[config.mk]
export PLATFORM = sky130hd
export DESIGN_NAME = dot_product_pipeline
export DESIGN_NICKNAME = d
export VERILOG_FILES = /design/src/rtl/dot_product_pkg.sv /design/src/rtl/dot_product_add_level.sv /design/src/rtl/dot_product_pipeline.sv
export SDC_FILE = /design/constraint.sdc
export NUM_CORES = 1
export LEC_CHECK = 0
export CAP_MARGIN = 20
export CORE_UTILIZATION = 28
export CTS_BUF_LIST = sky130_fd_sc_hd__clkbuf_8 sky130_fd_sc_hd__clkbuf_16
export DETAILED_ROUTE_END_ITERATION = 12
export DONT_BUFFER_PORTS = 1
export GPL_TIMING_DRIVEN = 0
export HOLD_SLACK_MARGIN = 0.12
export PLACE_DENSITY = 0.5
export SKIP_CTS_REPAIR_TIMING = 1
export SLEW_MARGIN = 30
export SYNTH_ARGS = -nofsm -noshare
export SYNTH_HDL_FRONTEND = slang
export SYNTH_SLANG_ARGS = --single-unit
export TNS_END_PERCENT = 30
[constraint.sdc]
create_clock -name clk -period 11.7 [get_ports clk]
set_input_delay 1.755 -clock clk [delete_from_list [all_inputs] [get_ports clk]]
set_output_delay 1.755 -clock clk [all_outputs]
set_load 0.01 [all_outputs]
[src/rtl/dot_product_pkg.sv]
// Shared constants and arithmetic helpers for the dot-product pipeline.
// lat()        : end-to-end latency for a given operand count.
// add_levels() : number of registered adder-tree levels.
// sat_add/mul  : saturating add/multiply clamped to 2^w-1. Operands are passed
//                zero-extended to 64 bits, so widths up to 32 are supported.
package dot_product_pkg;

    localparam int unsigned MAX_WIDTH = 32;

    function automatic int unsigned lat(input int unsigned num_inputs);
        return 32'(1 + $clog2(num_inputs));
    endfunction

    function automatic int unsigned add_levels(input int unsigned num_inputs);
        return 32'($clog2(num_inputs / 2));
    endfunction

    function automatic logic [63:0] sat_add(input logic [63:0] a,
                                            input logic [63:0] b,
                                            input int unsigned w);
        logic [64:0] s;
        logic [64:0] max;
        s   = {1'b0, a} + {1'b0, b};
        max = (65'd1 << w) - 65'd1;
        return 64'((s > max) ? max : s);
    endfunction

    function automatic logic [63:0] sat_mul(input logic [63:0] a,
                                            input logic [63:0] b,
                                            input int unsigned w);
        logic [127:0] p;
        logic [127:0] max;
        p   = {64'd0, a} * {64'd0, b};
        max = (128'd1 << w) - 128'd1;
        return 64'((p > max) ? max : p);
    endfunction

endpackage

[src/rtl/dot_product_add_level.sv]
// One registered level of the dot-product adder tree: NUM_IN operands reduce
// pairwise to NUM_IN/2 sums. Loads only when i_en (pipeline advance).
// Ports: clk, rst_n (async active-low), i_en, i_valid, i_data -> o_valid, o_data.
// Build option: DOT_PRODUCT_PIPELINE_SAT_EN selects saturating adds.
module dot_product_add_level
    import dot_product_pkg::*;
#(
    parameter int unsigned WIDTH  = 16,
    parameter int unsigned NUM_IN = 2
) (
    input  logic                              clk,
    input  logic                              rst_n,
    input  logic                              i_en,
    input  logic                              i_valid,
    input  logic [NUM_IN-1:0][WIDTH-1:0]      i_data,
    output logic                              o_valid,
    output logic [NUM_IN/2-1:0][WIDTH-1:0]    o_data
);

    localparam int unsigned NUM_OUT = NUM_IN / 2;

    logic [NUM_OUT-1:0][WIDTH-1:0] w_sum;
    logic [NUM_OUT-1:0][WIDTH-1:0] r_sum;
    logic                          r_valid;

    // Pairwise sums of adjacent operands
    always_comb begin
        w_sum = '0;
        for (int unsigned i = 0; i < NUM_OUT; i++) begin
`ifdef DOT_PRODUCT_PIPELINE_SAT_EN
            w_sum[i] = WIDTH'(sat_add(64'(i_data[2*i]), 64'(i_data[2*i+1]), WIDTH));
`else
            w_sum[i] = i_data[2*i] + i_data[2*i+1];
`endif
        end
    end

    // Stage register; bubbles keep their previous data
    always_ff @(posedge clk or negedge rst_n) begin
        if (!rst_n) begin
            r_sum   <= '0;
            r_valid <= 1'b0;
        end else if (i_en) begin
            r_valid <= i_valid;
            if (i_valid) begin
                r_sum <= w_sum;
            end
        end
    end

    assign o_data  = r_sum;
    assign o_valid = r_valid;

endmodule

[src/rtl/dot_product_pipeline.sv]
// Fully pipelined dot product: out = sum(in[2i]*in[2i+1]), one result per
// cycle when unstalled. Stages: input regs, multipliers, adder-tree levels;
// the last level register drives out. Whole pipe stalls when the output
// holds a result the sink does not take.
// Ports: clk, rst_n (async active-low), in/in_valid/in_ready (source side),
//        out/out_valid/out_ready (sink side). in_ready is combinational.
// Build option: DOT_PRODUCT_PIPELINE_SAT_EN saturates every multiply and add
// to 2^WIDTH-1; otherwise arithmetic wraps mod 2^WIDTH.
module dot_product_pipeline
    import dot_product_pkg::*;
#(
    parameter int unsigned WIDTH      = 16,
    parameter int unsigned NUM_INPUTS = 8
) (
    input  logic                                clk,
    input  logic                                rst_n,
    input  logic [NUM_INPUTS-1:0][WIDTH-1:0]    in,
    input  logic                                in_valid,
    output logic                                in_ready,
    output logic [WIDTH-1:0]                    out,
    output logic                                out_valid,
    input  logic                                out_ready
);

    localparam int unsigned LATENCY    = lat(NUM_INPUTS);
    localparam int unsigned NUM_PROD   = NUM_INPUTS / 2;
    localparam int unsigned NUM_LEVELS = LATENCY - 2;
    // Every tree node (products plus all partial sums) in one flat array;
    // level k starts at 2*NUM_PROD - 2*(NUM_PROD>>k), the root is the last.
    localparam int unsigned NUM_NODES  = 2 * NUM_PROD - 1;

    logic                               w_adv;
    logic [NUM_INPUTS-1:0][WIDTH-1:0]   r_in;
    logic                               r_in_valid;
    logic [NUM_PROD-1:0][WIDTH-1:0]     w_prod;
    logic [NUM_PROD-1:0][WIDTH-1:0]     r_prod;
    logic                               r_prod_valid;
    logic [NUM_NODES-1:0][WIDTH-1:0]    w_node;
    logic [NUM_LEVELS:0]                w_vld;

    // Pipeline moves unless a result is waiting on an unready sink
    assign w_adv    = !out_valid || out_ready;
    assign in_ready = w_adv;

    // Input stage
    always_ff @(posedge clk or negedge rst_n) begin
        if (!rst_n) begin
            r_in       <= '0;
            r_in_valid <= 1'b0;
        end else if (w_adv) begin
            r_in_valid <= in_valid;
            if (in_valid) begin
                r_in <= in;
            end
        end
    end

    // Multipliers
    always_comb begin
        w_prod = '0;
        for (int unsigned i = 0; i < NUM_PROD; i++) begin
`ifdef DOT_PRODUCT_PIPELINE_SAT_EN
            w_prod[i] = WIDTH'(sat_mul(64'(r_in[2*i]), 64'(r_in[2*i+1]), WIDTH));
`else
            w_prod[i] = r_in[2*i] * r_in[2*i+1];
`endif
        end
    end

    // Product stage
    always_ff @(posedge clk or negedge rst_n) begin
        if (!rst_n) begin
            r_prod       <= '0;
            r_prod_valid <= 1'b0;
        end else if (w_adv) begin
            r_prod_valid <= r_in_valid;
            if (r_in_valid) begin
                r_prod <= w_prod;
            end
        end
    end

    assign w_node[NUM_PROD-1:0] = r_prod;
    assign w_vld[0]             = r_prod_valid;

    // Adder-tree levels
    for (genvar k = 0; k < NUM_LEVELS; k++) begin : g_lvl
        localparam int unsigned N_IN    = NUM_PROD >> k;
        localparam int unsigned OFF_IN  = 2 * NUM_PROD - 2 * N_IN;
        localparam int unsigned OFF_OUT = OFF_IN + N_IN;

        dot_product_add_level #(
            .WIDTH  (WIDTH),
            .NUM_IN (N_IN)
        ) u_lvl (
            .clk     (clk),
            .rst_n   (rst_n),
            .i_en    (w_adv),
            .i_valid (w_vld[k]),
            .i_data  (w_node[OFF_IN+N_IN-1:OFF_IN]),
            .o_valid (w_vld[k+1]),
            .o_data  (w_node[OFF_OUT+N_IN/2-1:OFF_OUT])
        );
    end

    assign out       = w_node[NUM_NODES-1];
    assign out_valid = w_vld[NUM_LEVELS];

endmodule

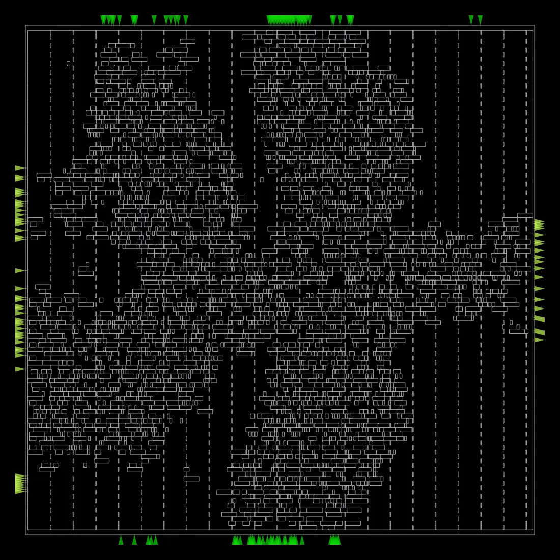
(run_1/final_placement.png)
final std cells w/o fill: 4078
Well Taps: 1254
Rows: 112

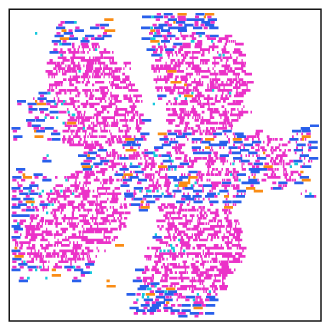
(run_1/cell_classes.png)
Scale: 1 px per um.
- cyan: other buffers and delay cells (cells 108)
- blue: flip-flops (cells 244)
- orange: clock drivers and dummy loads (cells 61)
- magenta: all other logic (cells 2411)
Seq area share: 20.81%
core box area: 93750 um2

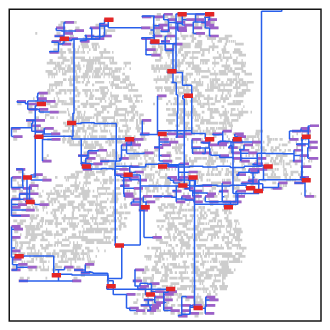
(run_1/clock_map.png)
Scale: 1 px per um.
- red: cells driving clock nets (count 35)
- purple: flip-flops (count 244)
- blue: clock wires (length 4860 um)
- routed clock nets: 36

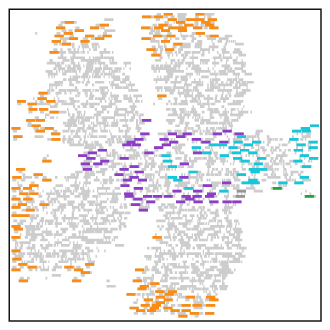
(run_1/registers.png)
Scale: 1 px per um. Other sequential cells in the stronger grey, the rest of the logic in the fainter grey.
- cyan: g_lvl.u_lvl.o_data (flops 48)
- purple: r_prod (flops 64; where middle)
- orange: r_in (flops 128)
- green: g_lvl.u_lvl.o_valid (flops 2)
Register Area: 6106 um2
Final Util: 31.29%

==> results.py, run 1 <==
# Metrics from the implementation run
metrics = {
    "setup_path": {
        "cp.depth": 18,
        "critPathMaxStageDelay_ns": 0.58,
        "worstPathMaxFanout": 10,
        "rrSetupSlack_ns": 5.69,
    },
    "final_layout": {
        "inv_count": 456,
    },
    "detailed_routing": {
        "first_pass_iters": 5,
        "drtAntennaViolNets": 0,
        "drt-total-wl_mm": 70.04,
        "routedWlPerCell_um": 17.18,
    },
    "clock_network": {
        "cts-root-buf": "clkbuf_16",
    },
    "synthesis": {
        "synth_cells": 2763,
        "top_logic_kind": "adder cells",
        "xor_area_share_pct": 6.288,
        "ys_cells": 2763,
        "ys_types": 55,
        "synth_nets": 3459,
        "synth.top_cell.area_share_pct": 24.31,
    },
    "grt": {
        "grt_max_degree": 245,
    },
    "worst_hold_path": {
        "hp-start": "g_lvl[0].u_lvl.o_data[16]$_DFFE_PN0P_",
    },
    "run_status": {
        "status": "finished clean",
    },
}
==> run 2, diff against run 1 <==
==> constraint.sdc (replaced) <==
create_clock -name clk -period 5.74 [get_ports clk]
set_input_delay 0.861 -clock clk [delete_from_list [all_inputs] [get_ports clk]]
set_output_delay 0.861 -clock clk [all_outputs]
set_load 0.01 [all_outputs]
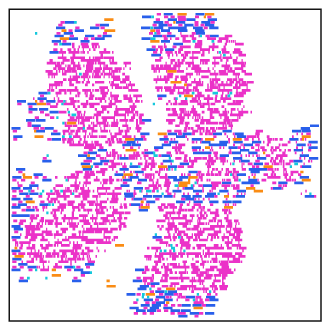
(run_2/cell_classes.png)
Scale: 1 px per um.
- magenta: all other logic (cells 2411)
- orange: clock drivers and dummy loads (cells 61)
- cyan: other buffers and delay cells (cells 95)
- blue: flip-flops (cells 244)

==> run 2 against run 1 <==
Compared with the run above: synthesized area is the same; synthesized cell count is the same; setup slack lost 5.5 ns; final cell count shrank 0.29%.
==> results.py, run 2 <==
# Metrics from the implementation run
metrics = {
    "final_layout": {
        "sh_comb_area_pct": 62.40,
        "n_all_buffers": 95,
        "inv_count": 456,
        "fin_nets": 3483,
        "seq_share_pct": 20.78,
        "drive_above_1_share_pct": 10.96,
        "regArea_um2": 6123,
        "fin_cells": 4066,
        "final_core_util_pct": 31.44,
    },
    "synthesis": {
        "synth_cells": 2763,
        "top_logic_kind": "adder cells",
        "ys_types": 55,
        "adder_share_pct": 35.64,
        "synth.top_cell.area_share_pct": 24.31,
        "synth_nets": 3459,
        "ys_cells": 2763,
        "numSynthFlops": 244,
    },
    "setup_path": {
        "worstPathMaxFanout": 10,
        "critPathMaxStageDelay_ns": 0.54,
        "rrSetupSlack_ns": 0.23,
        "rr_endpoint": "r_prod[63]$_DFFE_PN0P_",
        "cp.depth": 17,
    },
    "die": {
        "tap_cells": 1254,
        "core_um2": 93750,
        "rows": 112,
    },
    "clock_network": {
        "cts-root-buf": "clkbuf_16",
    },
    "detailed_routing": {
        "first_pass_iters": 5,
        "drc_errors": 0,
        "drt-total-wl_mm": 69.94,
        "drtAntennaViolNets": 0,
        "routedWlPerCell_um": 17.20,
    },
    "final_timing": {
        "final.setup_skew_ns": 0.03020,
    },
    "run_status": {
        "status": "finished clean",
    },
    "grt": {
        "grt_max_degree": 245,
    },
}
==> run 3, diff against run 2 <==
--- a/config.mk
+++ b/config.mk
@@ -14,7 +14,7 @@
 export HOLD_SLACK_MARGIN = 0.12
 export PLACE_DENSITY = 0.5
 export SKIP_CTS_REPAIR_TIMING = 1
-export SLEW_MARGIN = 30
+export SLEW_MARGIN = 20
 export SYNTH_ARGS = -nofsm -noshare
 export SYNTH_HDL_FRONTEND = slang
 export SYNTH_SLANG_ARGS = --single-unit
==> constraint.sdc (replaced) <==
create_clock -name clk -period 6.9 [get_ports clk]
set_input_delay 1.035 -clock clk [delete_from_list [all_inputs] [get_ports clk]]
set_output_delay 1.035 -clock clk [all_outputs]
set_load 0.01 [all_outputs]
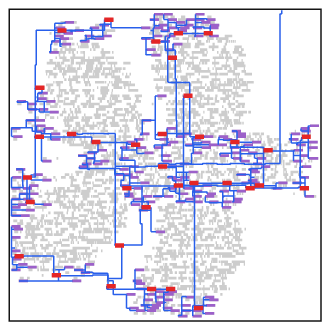
(run_3/clock_map.png)
Scale: 1 px per um.
- blue: clock wires (length 4790 um)
- red: cells driving clock nets (count 35)
- purple: flip-flops (count 244)
- flops lie: widely spread
- routed clock nets: 36
clk latency late pin: 0.57 ns
clock skew: 0.03203 ns

==> run 3 against run 2 <==
Compared with the run above: clock-buffer cell count rose by 3; worst hold slack better by 0.18 ns; fmax shrank 8.5%; core utilization is 0.081 points lower.
==> results.py, run 3 <==
# Metrics from the implementation run
metrics = {
    "final_layout": {
        "n_all_buffers": 108,
        "fin_nets": 3496,
        "sh_comb_area_pct": 62.33,
        "fin_cells": 4079,
        "final_core_util_pct": 31.36,
        "inv_count": 456,
        "seq_share_pct": 20.77,
        "drive_above_1_share_pct": 8.850,
    },
    "synthesis": {
        "numSynthFlops": 244,
        "synth_cells": 2763,
        "xor_area_share_pct": 6.288,
        "synth.top_cell.area_share_pct": 24.31,
        "adder_share_pct": 35.64,
        "top_logic_kind": "adder cells",
        "synth_nets": 3459,
    },
    "detailed_routing": {
        "drc_errors": 0,
        "routedWlPerCell_um": 17.15,
        "first_pass_iters": 5,
        "drt-total-wl_mm": 69.95,
    },
    "die": {
        "core_um2": 93750,
        "tap_cells": 1254,
        "rows": 112,
    },
    "setup_path": {
        "worstPathMaxFanout": 10,
        "critPathMaxStageDelay_ns": 0.58,
        "cp.depth": 18,
        "rr_endpoint": "r_prod[30]$_DFFE_PN0P_",
        "rrSetupSlack_ns": 0.88,
    },
    "run_status": {
        "status": "finished clean",
    },
    "grt": {
        "grt_max_degree": 245,
    },
    "final_timing": {
        "tightest_slew_ns": 1.052,
    },
}
